==> src/rtl/wide_op_seq.sv <==
// 16-bit add/shl/shr/xor sequenced over an external 8-bit ALU, one byte per cycle; optional WIDE_OP_ZERO_FLAG_EN.
// Latency: response valid 2 edges after request accept; issue interval 4 cycles minimum.
// Backpressure: result held in DONE until rsp_ready; req_ready only in IDLE.
module wide_op_seq (
  input  logic        clk,
  input  logic        rst_n,
  input  logic        req_valid,
  output logic        req_ready,
  input  logic [1:0]  req_op,
  input  logic [15:0] req_a,
  input  logic [15:0] req_b,
  input  logic        req_ci,
  output logic [3:0]  alu_cmd,
  output logic [7:0]  alu_a,
  output logic [7:0]  alu_b,
  output logic        alu_sci,
  input  logic [7:0]  alu_rslt,
  input  logic        alu_sco,
  output logic        rsp_valid,
  input  logic        rsp_ready,
  output logic [15:0] rsp_data,
  output logic        rsp_co,
  output logic        rsp_zero
);

  typedef enum logic [1:0] {IDLE, FIRST, SECOND, DONE} state_t;

  localparam logic [1:0] OP_ADD = 2'b00;
  localparam logic [1:0] OP_SHL = 2'b01;
  localparam logic [1:0] OP_SHR = 2'b10;
  localparam logic [1:0] OP_XOR = 2'b11;

  state_t      state, state_nxt;
  logic [1:0]  op_q;
  logic [15:0] a_q, b_q, res_q, final_res;
  logic        ci_q, carry_q, co_q;
  logic        hi_first, is_xor;
  logic [3:0]  op_cmd;

  assign hi_first = (op_q == OP_SHR);
  assign is_xor   = (op_q == OP_XOR);

  always_comb begin
    op_cmd = 4'b0000;
    case (op_q)
      OP_ADD: op_cmd = 4'b0000;
      OP_SHL: op_cmd = 4'b0001;
      OP_SHR: op_cmd = 4'b0010;
      OP_XOR: op_cmd = 4'b0101;
      default: op_cmd = 4'b0000;
    endcase
  end

  // Second-cycle byte merged with the byte captured in FIRST.
  assign final_res = hi_first ? {res_q[15:8], alu_rslt} : {alu_rslt, res_q[7:0]};

  always_comb begin
    state_nxt = state;
    req_ready = 1'b0;
    rsp_valid = 1'b0;
    alu_cmd   = 4'b0011;
    alu_a     = 8'h00;
    alu_b     = 8'h00;
    alu_sci   = 1'b0;
    case (state)
      IDLE: begin
        req_ready = 1'b1;
        if (req_valid) state_nxt = FIRST;
      end
      FIRST: begin
        alu_cmd   = op_cmd;
        alu_a     = hi_first ? a_q[15:8] : a_q[7:0];
        alu_b     = hi_first ? b_q[15:8] : b_q[7:0];
        alu_sci   = is_xor ? 1'b0 : ci_q;
        state_nxt = SECOND;
      end
      SECOND: begin
        alu_cmd   = op_cmd;
        alu_a     = hi_first ? a_q[7:0] : a_q[15:8];
        alu_b     = hi_first ? b_q[7:0] : b_q[15:8];
        alu_sci   = is_xor ? 1'b0 : carry_q;
        state_nxt = DONE;
      end
      DONE: begin
        rsp_valid = 1'b1;
        if (rsp_ready) state_nxt = IDLE;
      end
      default: state_nxt = IDLE;
    endcase
  end

  always_ff @(posedge clk or negedge rst_n) begin
    if (!rst_n) state <= IDLE;
    else        state <= state_nxt;
  end

  always_ff @(posedge clk or negedge rst_n) begin
    if (!rst_n) begin
      op_q    <= 2'b00;
      a_q     <= 16'h0000;
      b_q     <= 16'h0000;
      ci_q    <= 1'b0;
      carry_q <= 1'b0;
      res_q   <= 16'h0000;
      co_q    <= 1'b0;
    end else begin
      case (state)
        IDLE: if (req_valid) begin
          op_q <= req_op;
          a_q  <= req_a;
          b_q  <= req_b;
          ci_q <= req_ci;
        end
        FIRST: begin
          if (hi_first) res_q[15:8] <= alu_rslt;
          else          res_q[7:0]  <= alu_rslt;
          carry_q <= alu_sco;
        end
        SECOND: begin
          res_q <= final_res;
          co_q  <= is_xor ? 1'b0 : alu_sco;
        end
        default: ;
      endcase
    end
  end

  assign rsp_data = res_q;
  assign rsp_co   = co_q;

`ifdef WIDE_OP_ZERO_FLAG_EN
  logic zero_q;
  always_ff @(posedge clk or negedge rst_n) begin
    if (!rst_n)               zero_q <= 1'b0;
    else if (state == SECOND) zero_q <= (final_res == 16'h0000);
  end
  assign rsp_zero = zero_q;
`else
  assign rsp_zero = 1'b0;
`endif

endmodule

==> config.mk <==
export PLATFORM = sky130hd
export DESIGN_NAME = wide_op_seq
export DESIGN_NICKNAME = d
export VERILOG_FILES = /design/src/rtl/wide_op_seq.sv
export SDC_FILE = /design/constraint.sdc
export NUM_CORES = 1
export LEC_CHECK = 0
export CORE_ASPECT_RATIO = 0.9
export CORE_MARGIN = 1
export CORE_UTILIZATION = 42
export CTS_BUF_LIST = sky130_fd_sc_hd__clkbuf_8
export DETAILED_ROUTE_END_ITERATION = 10
export GPL_TIMING_DRIVEN = 0
export HOLD_SLACK_MARGIN = 0.12
export PLACE_DENSITY_LB_ADDON = 0.05
export SYNTH_ARGS = -nofsm -noshare
export SYNTH_HDL_FRONTEND = slang
export SYNTH_SLANG_ARGS = --single-unit
==> constraint.sdc <==
create_clock -name clk -period 2.05 [get_ports clk]
set_clock_uncertainty 0.2 [all_clocks]
set_input_delay 0.41 -clock clk [delete_from_list [all_inputs] [get_ports clk]]
set_output_delay 0.41 -clock clk [all_outputs]
set_load 0.03 [all_outputs]
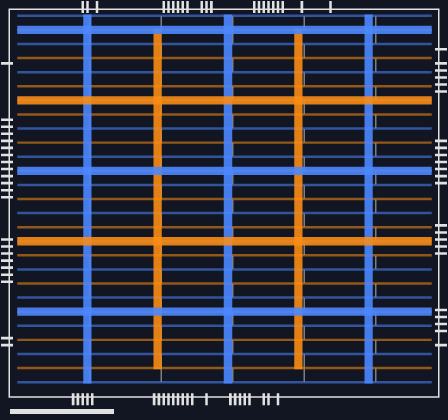
**Above:** run 1 (power grid).
Scale bar: 20 µm. Pins as bars on the die edge. Tap cells in gray.
color	net
blue	VSS
orange	VDD
met4 straps	5
met1 rails	27
tap cells	70
signal pins	89
rows	26
core area: 5660 µm²
die span in y: 74.57 µm

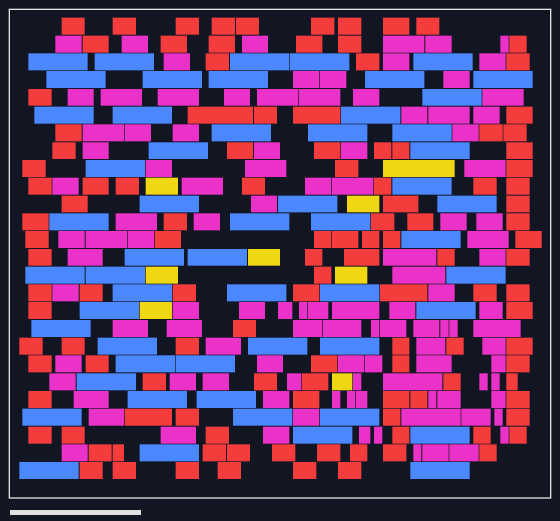
**Above:** run 1 (cell classes on the final placement).
Scale bar: 20 µm.
color	class	cells
blue	flops	55
yellow	clock drivers and dummy loads	8
red	other buffers and delay cells	119
magenta	combinational and other logic	109
final instance area: 4076 µm²
Row Count: 26

==> impl_metrics.py, run 1 <==
# Generated from Yosys and OpenROAD reports
metrics = {
    "route": {
        "top_layer": "met4",
        "drt_iter0_markers": 49,
        "m1WireLength_um": 2635,
        "drtPass1Iterations": 4,
        "route.vias.total": 1774,
        "routed_wirelength_um": 5641,
        "routedWlPerCell_um": 15.63,
        "postRouteAntennaNets": 0,
        "wl_met2_um": 2699,
    },
    "setup_path": {
        "crit_chain": "inv_2 > ha_4 > nand2_4 > mux2i_4 > buf_8 > buf_12 > a22o_4 > buf_6",
        "r2r_setup_slack_ns": -0.31,
        "critical-path-slowest-cell": "dfrtp_1",
        "cp-start-kind": "flip-flop",
        "crit_buf_inv": 4,
        "max_stage_delay_ns": 0.41,
        "critPathArrivalTime_ns": 1.91,
        "r2r_start": "state[0]",
        "cp_top_family": "buffers and inverters",
        "r2r_cells": 9,
        "end_kind": "output port",
        "reg2reg_to": "rsp_data[5]",
    },
    "synth": {
        "ys_seq_elements": 55,
        "top_cell_area_share_pct": 56.01,
        "synthAoiAreaFrac_pct": 7.688,
        "flop_cell": "dfrtp_1",
        "yosysUniqueCellTypes": 23,
        "adder_share_pct": 3.055,
        "top_logic_kind": "multiplexers",
        "edf_count": 0,
        "yosys_cells": 172,
        "ys_warn_count": 0,
        "syn_area_um2": 2457,
        "synth_cells": 172,
    },
    "sta": {
        "rsz0062_at_grt": "true",
        "hold_ws_ns": 0.3183,
        "fmax_mhz": 396.8,
        "period_used_pct": 122.9,
        "fin_ws_ns": -0.4702,
        "finalMaxSlewViolations": 0,
        "slew_headroom_pct": 65.47,
        "min_period_ns": 2.520,
        "final-hold-violation-count": 0,
        "finalSetupViolations": 26,
    },
    "cts": {
        "cts_hold_buffers": 1,
        "cts_tree": "done",
        "cts_num_sinks": 55,
        "cts.clk_slew.worst_paths_ns": 0.11,
        "clock-root-buffer": "clkbuf_8",
        "numCtsBuffers": 5,
        "cts_setup_buffers": 18,
    },
    "layout": {
        "clk_share_pct": 2.977,
        "fillers": 423,
        "clockBufferCount": 6,
        "n_all_inverters": 6,
        "fin_util_pct": 72.02,
        "drive_above_1_share_pct": 49.83,
        "seqCellArea_um2": 1376,
        "final-nonclk-buf-share_pct": 29.86,
        "antennaDiodeCount": 0,
        "lay_top_count": "clkdlybuf4s50_1",
    },
    "pwr": {
        "powerDensity_nw_per_um2": 2018,
        "pwr-share-comb_pct": 66.1,
        "finalPower_w": 0.008226,
        "irDropWorstVdd_mv": 1.202,
        "switchingPower_w": 0.003197,
        "intPower_w": 0.005029,
        "leakage_nw": 1.843,
    },
    "global_routing": {
        "overflow": 0,
        "grt_pass1_vias": 1690,
        "grt_use_total_pct": 18.77,
    },
    "min_path": {
        "hold_path_depth": 1,
        "hp-class": "flip-flop to flip-flop",
    },
    "outcome": {
        "status": "finished with violations",
        "violations": "negative setup slack",
    },
    "place": {
        "placed_area_um2": 3582,
    },
    "floorplanning": {
        "initial_core_util_pct": 43.41,
    },
    "flow_run": {
        "cap_violations": 0,
    },
}
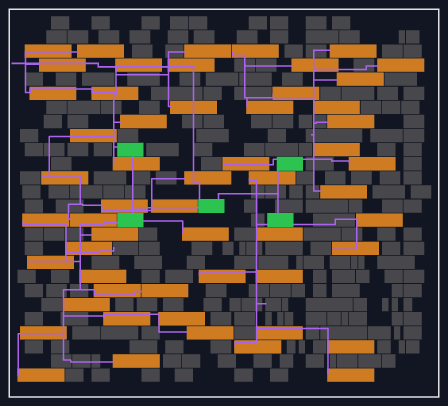
**Above:** run 1 (clock wires, drivers and flops).
[purple] clock wires | length: 662 µm
[green] clock drivers | count: 5
[orange] flip-flops | count: 55
flops lie	widely spread
routed clock nets	6

-- run 1: per-layer routing --
metal	track usage (%)	up-vias
met4	4.598	0
met2	29.94	49
met3	4.540	2
met5	0	-
met1	25.97	877
li1	-	846
-- run 1: power groups by stage --
| stage | registers [W] | logic (W) | clock network, W |
|---|---|---|---|
| after floorplan | 0.00231 | 0.00266 | 0 |
| after global placement | 0.00201 | 0.00426 | 0 |
| after detailed placement | 0.00203 | 0.00431 | 0 |
| after CTS | 0.00201 | 0.00525 | 0.000782 |
| after global routing | 0.00209 | 0.00575 | 0.000823 |
| final | 0.00201 | 0.00544 | 0.000772 |
-- run 1: state kept, by name, indices dropped and copies added (netlist names) --
register	cells
rsp_co	1
a_q	16
b_q	16
state	2
op_q	2
rsp_data	16
ci_q	1
carry_q	1
==> run 2, diff against run 1 <==
GPL_ROUTABILITY_DRIVEN = 0   (was unset)
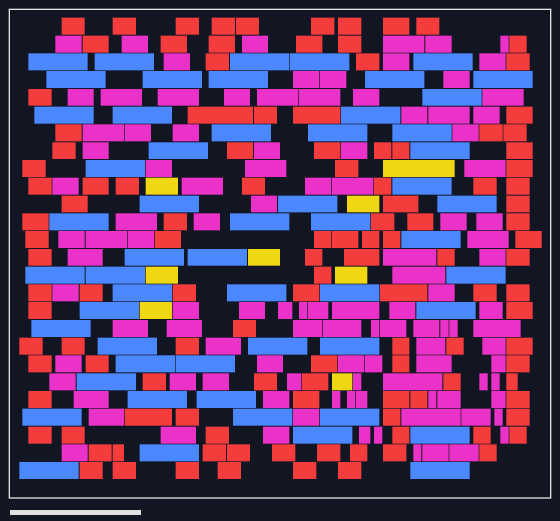
**Above:** run 2 (cell classes on the final placement).
Scale bar: 20 µm.
color	class	cells
blue	flops	55
yellow	clock drivers and dummy loads	8
magenta	combinational and other logic	109
red	other buffers and delay cells	119
Seq/total area: 33.76%
Core Util, Final: 72.02%

==> impl_metrics.py, run 2 <==
# Generated from Yosys and OpenROAD reports
metrics = {
    "sta": {
        "finalMaxSlewViolations": 0,
        "rsz0062_at_grt": "true",
        "min_period_ns": 2.520,
        "fmax_mhz": 396.8,
        "slew_headroom_pct": 65.47,
        "period_used_pct": 122.9,
        "finalSetupViolations": 26,
        "fin_ws_ns": -0.4702,
        "final-hold-violation-count": 0,
        "hold_ws_ns": 0.3183,
    },
    "synth": {
        "edf_count": 0,
        "top_cell_area_share_pct": 56.01,
        "yosysUniqueCellTypes": 23,
        "synth_cells": 172,
        "synthAoiAreaFrac_pct": 7.688,
        "ys_seq_elements": 55,
        "adder_share_pct": 3.055,
        "yosys_cells": 172,
        "ys_warn_count": 0,
        "syn_area_um2": 2457,
        "flop_cell": "dfrtp_1",
    },
    "global_routing": {
        "overflow": 0,
        "met2_usage_pct": 29.94,
        "top_usage_layer": "met2",
        "use_met3_pct": 4.540,
        "grt_pass1_vias": 1690,
        "met1_usage_pct": 25.97,
        "grt_use_total_pct": 18.77,
    },
    "pwr": {
        "powerDensity_nw_per_um2": 2018,
        "comb-power_w": 0.00544,
        "power_leader": "combinational logic",
        "irDropWorstVdd_mv": 1.202,
        "switchingPower_w": 0.003197,
        "leakage_nw": 1.843,
        "p_seq_w": 0.00201,
        "intPower_w": 0.005029,
        "finalPower_w": 0.008226,
    },
    "floorplanning": {
        "rows": 26,
        "die_y_um": 74.57,
    },
    "outcome": {
        "status": "finished with violations",
        "violations": "negative setup slack",
    },
    "flow_run": {
        "cap_violations": 0,
    },
    "route": {
        "drt_iter0_markers": 49,
        "route.vias.total": 1774,
        "m1WireLength_um": 2635,
        "wl_met2_um": 2699,
        "postRouteAntennaNets": 0,
        "routed_wirelength_um": 5641,
        "top_layer": "met4",
        "drtPass1Iterations": 4,
        "routedWlPerCell_um": 15.63,
    },
    "layout": {
        "seqCellArea_um2": 1376,
        "drive_above_1_share_pct": 49.83,
        "lay_top_count": "clkdlybuf4s50_1",
        "clk_share_pct": 2.977,
        "final-nonclk-buf-share_pct": 29.86,
        "clockBufferCount": 6,
        "fillers": 423,
        "antennaDiodeCount": 0,
    },
    "setup_path": {
        "crit_buf_inv": 4,
        "cp-start-kind": "flip-flop",
        "critPathArrivalTime_ns": 1.91,
        "crit_chain": "inv_2 > ha_4 > nand2_4 > mux2i_4 > buf_8 > buf_12 > a22o_4 > buf_6",
        "end_kind": "output port",
        "r2r_cells": 9,
        "r2r_start": "state[0]",
        "cp_top_family": "buffers and inverters",
        "critical-path-slowest-cell": "dfrtp_1",
    },
    "cts": {
        "clock-root-buffer": "clkbuf_8",
        "cts.clk_slew.worst_paths_ns": 0.11,
        "numCtsBuffers": 5,
        "cts_num_sinks": 55,
        "cts_hold_buffers": 1,
    },
    "min_path": {
        "hold_path_depth": 1,
    },
}
[run 2: cell counts in the layout (fill, tap and decap cells not counted)]
No cell type changed its count.
[run 2: stage by stage]
stage / std cells / TNS [ns] / instance area, µm²
2_1_floorplan: 173 / -0.4674 / 2619
3_3_place_gp: 329 / -97.09 / 3567
3_5_place_dp: 330 / -21.11 / 3582
4_1_cts: 357 / -8.167 / 4005
5_1_grt: 361 / -10.76 / 4076
6_report: 361 / -9.011 / 4076
[run 2: final timing paths]
kind,slack (ns),endpoint
setup / recovery,-0.47,alu_b[1]
hold / removal,0.32,rsp_data[9]
setup reg to reg,-0.31,rsp_data[5]
hold reg to reg,0.32,rsp_data[9]
max in group asynchronous,0.69,b_q[8]
min in group asynchronous,0.40,rsp_data[12]
**Run 2: clock wires, drivers and flops**

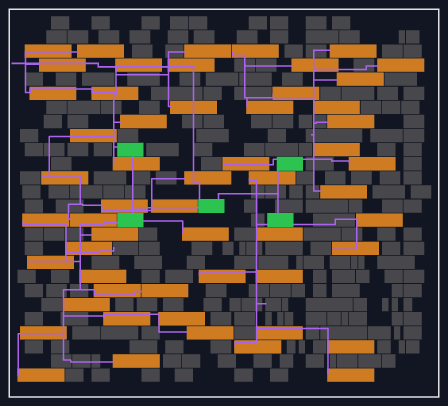

==> run 3, diff against run 2 <==
CELL_PAD_IN_SITES_DETAIL_PLACEMENT = 0   (was unset)
CELL_PAD_IN_SITES_GLOBAL_PLACEMENT = 1   (was unset)
CORE_UTILIZATION = 33   (was 42)
CTS_CLUSTER_SIZE = 25   (was unset)
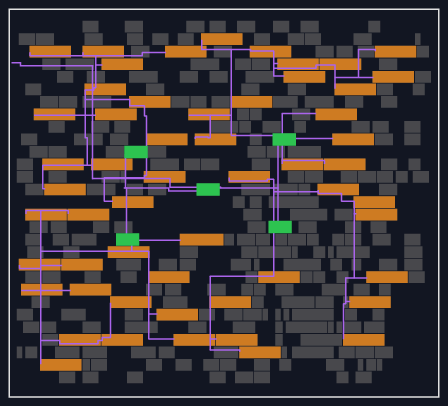
**Above:** run 3 (clock wires, drivers and flops).
[green] clock drivers | count: 5
[purple] clock wires | length: 713 µm
[orange] flip-flops | count: 55
flops lie	widely spread
routed clock nets	6

==> impl_metrics.py, run 3 <==
# Generated from Yosys and OpenROAD reports
metrics = {
    "route": {
        "drtPass1Iterations": 2,
        "wl_met2_um": 2817,
        "route.vias.total": 1794,
        "drt_iter0_markers": 42,
        "top_layer": "met4",
        "postRouteAntennaNets": 0,
        "m1WireLength_um": 2738,
        "routed_wirelength_um": 5957,
        "routedWlPerCell_um": 15.31,
    },
    "pwr": {
        "intPower_w": 0.004950,
        "power_leader": "combinational logic",
        "leakage_nw": 1.851,
        "clk-power_w": 0.000702,
        "pwr-share-comb_pct": 66.7,
        "finalPower_w": 0.008111,
        "comb-power_w": 0.00541,
        "switchingPower_w": 0.003161,
    },
    "floorplanning": {
        "core_area_um2": 7112,
        "die_y_um": 83.87,
        "initial_core_util_pct": 34.55,
    },
    "global_routing": {
        "use_met3_pct": 4.827,
        "met2_usage_pct": 25.80,
        "grt_pass1_vias": 2009,
        "grt_use_total_pct": 16.46,
        "met1_usage_pct": 22.27,
        "overflow": 0,
    },
    "sta": {
        "finalSetupViolations": 27,
        "min_period_ns": 2.523,
        "slew_headroom_pct": 62.99,
        "fmax_mhz": 396.4,
        "fin_ws_ns": -0.4727,
        "hold_ws_ns": 0.3150,
        "tns_ns": -9.772,
        "period_used_pct": 123.1,
        "final-hold-violation-count": 0,
    },
    "cts": {
        "cts_num_sinks": 55,
        "cts_setup_buffers": 21,
        "clock-root-buffer": "clkbuf_8",
        "numCtsBuffers": 5,
        "cts.clk_slew.worst_paths_ns": 0.09,
        "cts_tree": "done",
    },
    "outcome": {
        "violations": "negative setup slack",
        "status": "finished with violations",
    },
    "layout": {
        "lay_top_count": "clkdlybuf4s50_1",
        "finalInstanceArea_um2": 4120,
        "layout.cells.non_filler": 389,
        "fillers": 619,
        "drive_above_1_share_pct": 52.03,
        "antennaDiodeCount": 0,
    },
    "setup_path": {
        "r2r_start": "state[0]",
        "crit_type": "flip-flop to output port",
        "crit_chain": "inv_2 > ha_4 > nand2_4 > mux2i_4 > buf_8 > buf_6 > a22o_4 > buf_6",
        "cp_top_family": "buffers and inverters",
        "critPathArrivalTime_ns": 1.91,
        "cp-start-kind": "flip-flop",
        "r2r_setup_slack_ns": -0.36,
        "critical-path-slowest-cell": "dfrtp_1",
        "crit_buf_inv": 4,
        "r2r_cells": 10,
    },
    "synth": {
        "top_cell_area_share_pct": 56.01,
        "ys_seq_elements": 55,
        "flop_cell": "dfrtp_1",
        "yosys_cells": 172,
        "synth_cells": 172,
        "adder_share_pct": 3.055,
        "yosysUniqueCellTypes": 23,
        "top_logic_kind": "multiplexers",
        "syn_area_um2": 2457,
    },
    "flow_run": {
        "cap_violations": 0,
    },
    "min_path": {
        "hold_path_depth": 1,
        "hp-class": "flip-flop to flip-flop",
    },
}
==> run 3: cell counts after synthesis <==
Identical to the previous run, type by type.
==> run 3: worst reg2reg max path, stage by stage, from the launching register on <==
cell and delay (ns):
dfrtp_1 0.41, inv_2 0.13, ha_4 0.24, buf_4 0.14, buf_6 0.11, buf_4 0.14, buf_4 0.13, nor4bb_1 0.14
a31oi_2 0.16, buf_6 0.19, mux2_4 0.31
==> run 3: layout make-up <==
type | count | area (µm²) | share of cell area (%)
Sequential cell | 55 | 1378 | 33.43
Clock inverter | 2 | 33.78 | 0.8199
Tap cell | 93 | 116.4 | 2.824
Inverter | 6 | 22.52 | 0.5466
Multi-Input combinational cell | 103 | 1259 | 30.55
Buffer | 8 | 82.58 | 2.004
Clock buffer | 5 | 68.82 | 1.670
Timing Repair Buffer | 117 | 1160 | 28.15
Power figures rest on the tool's default switching activity, not on a simulated workload.
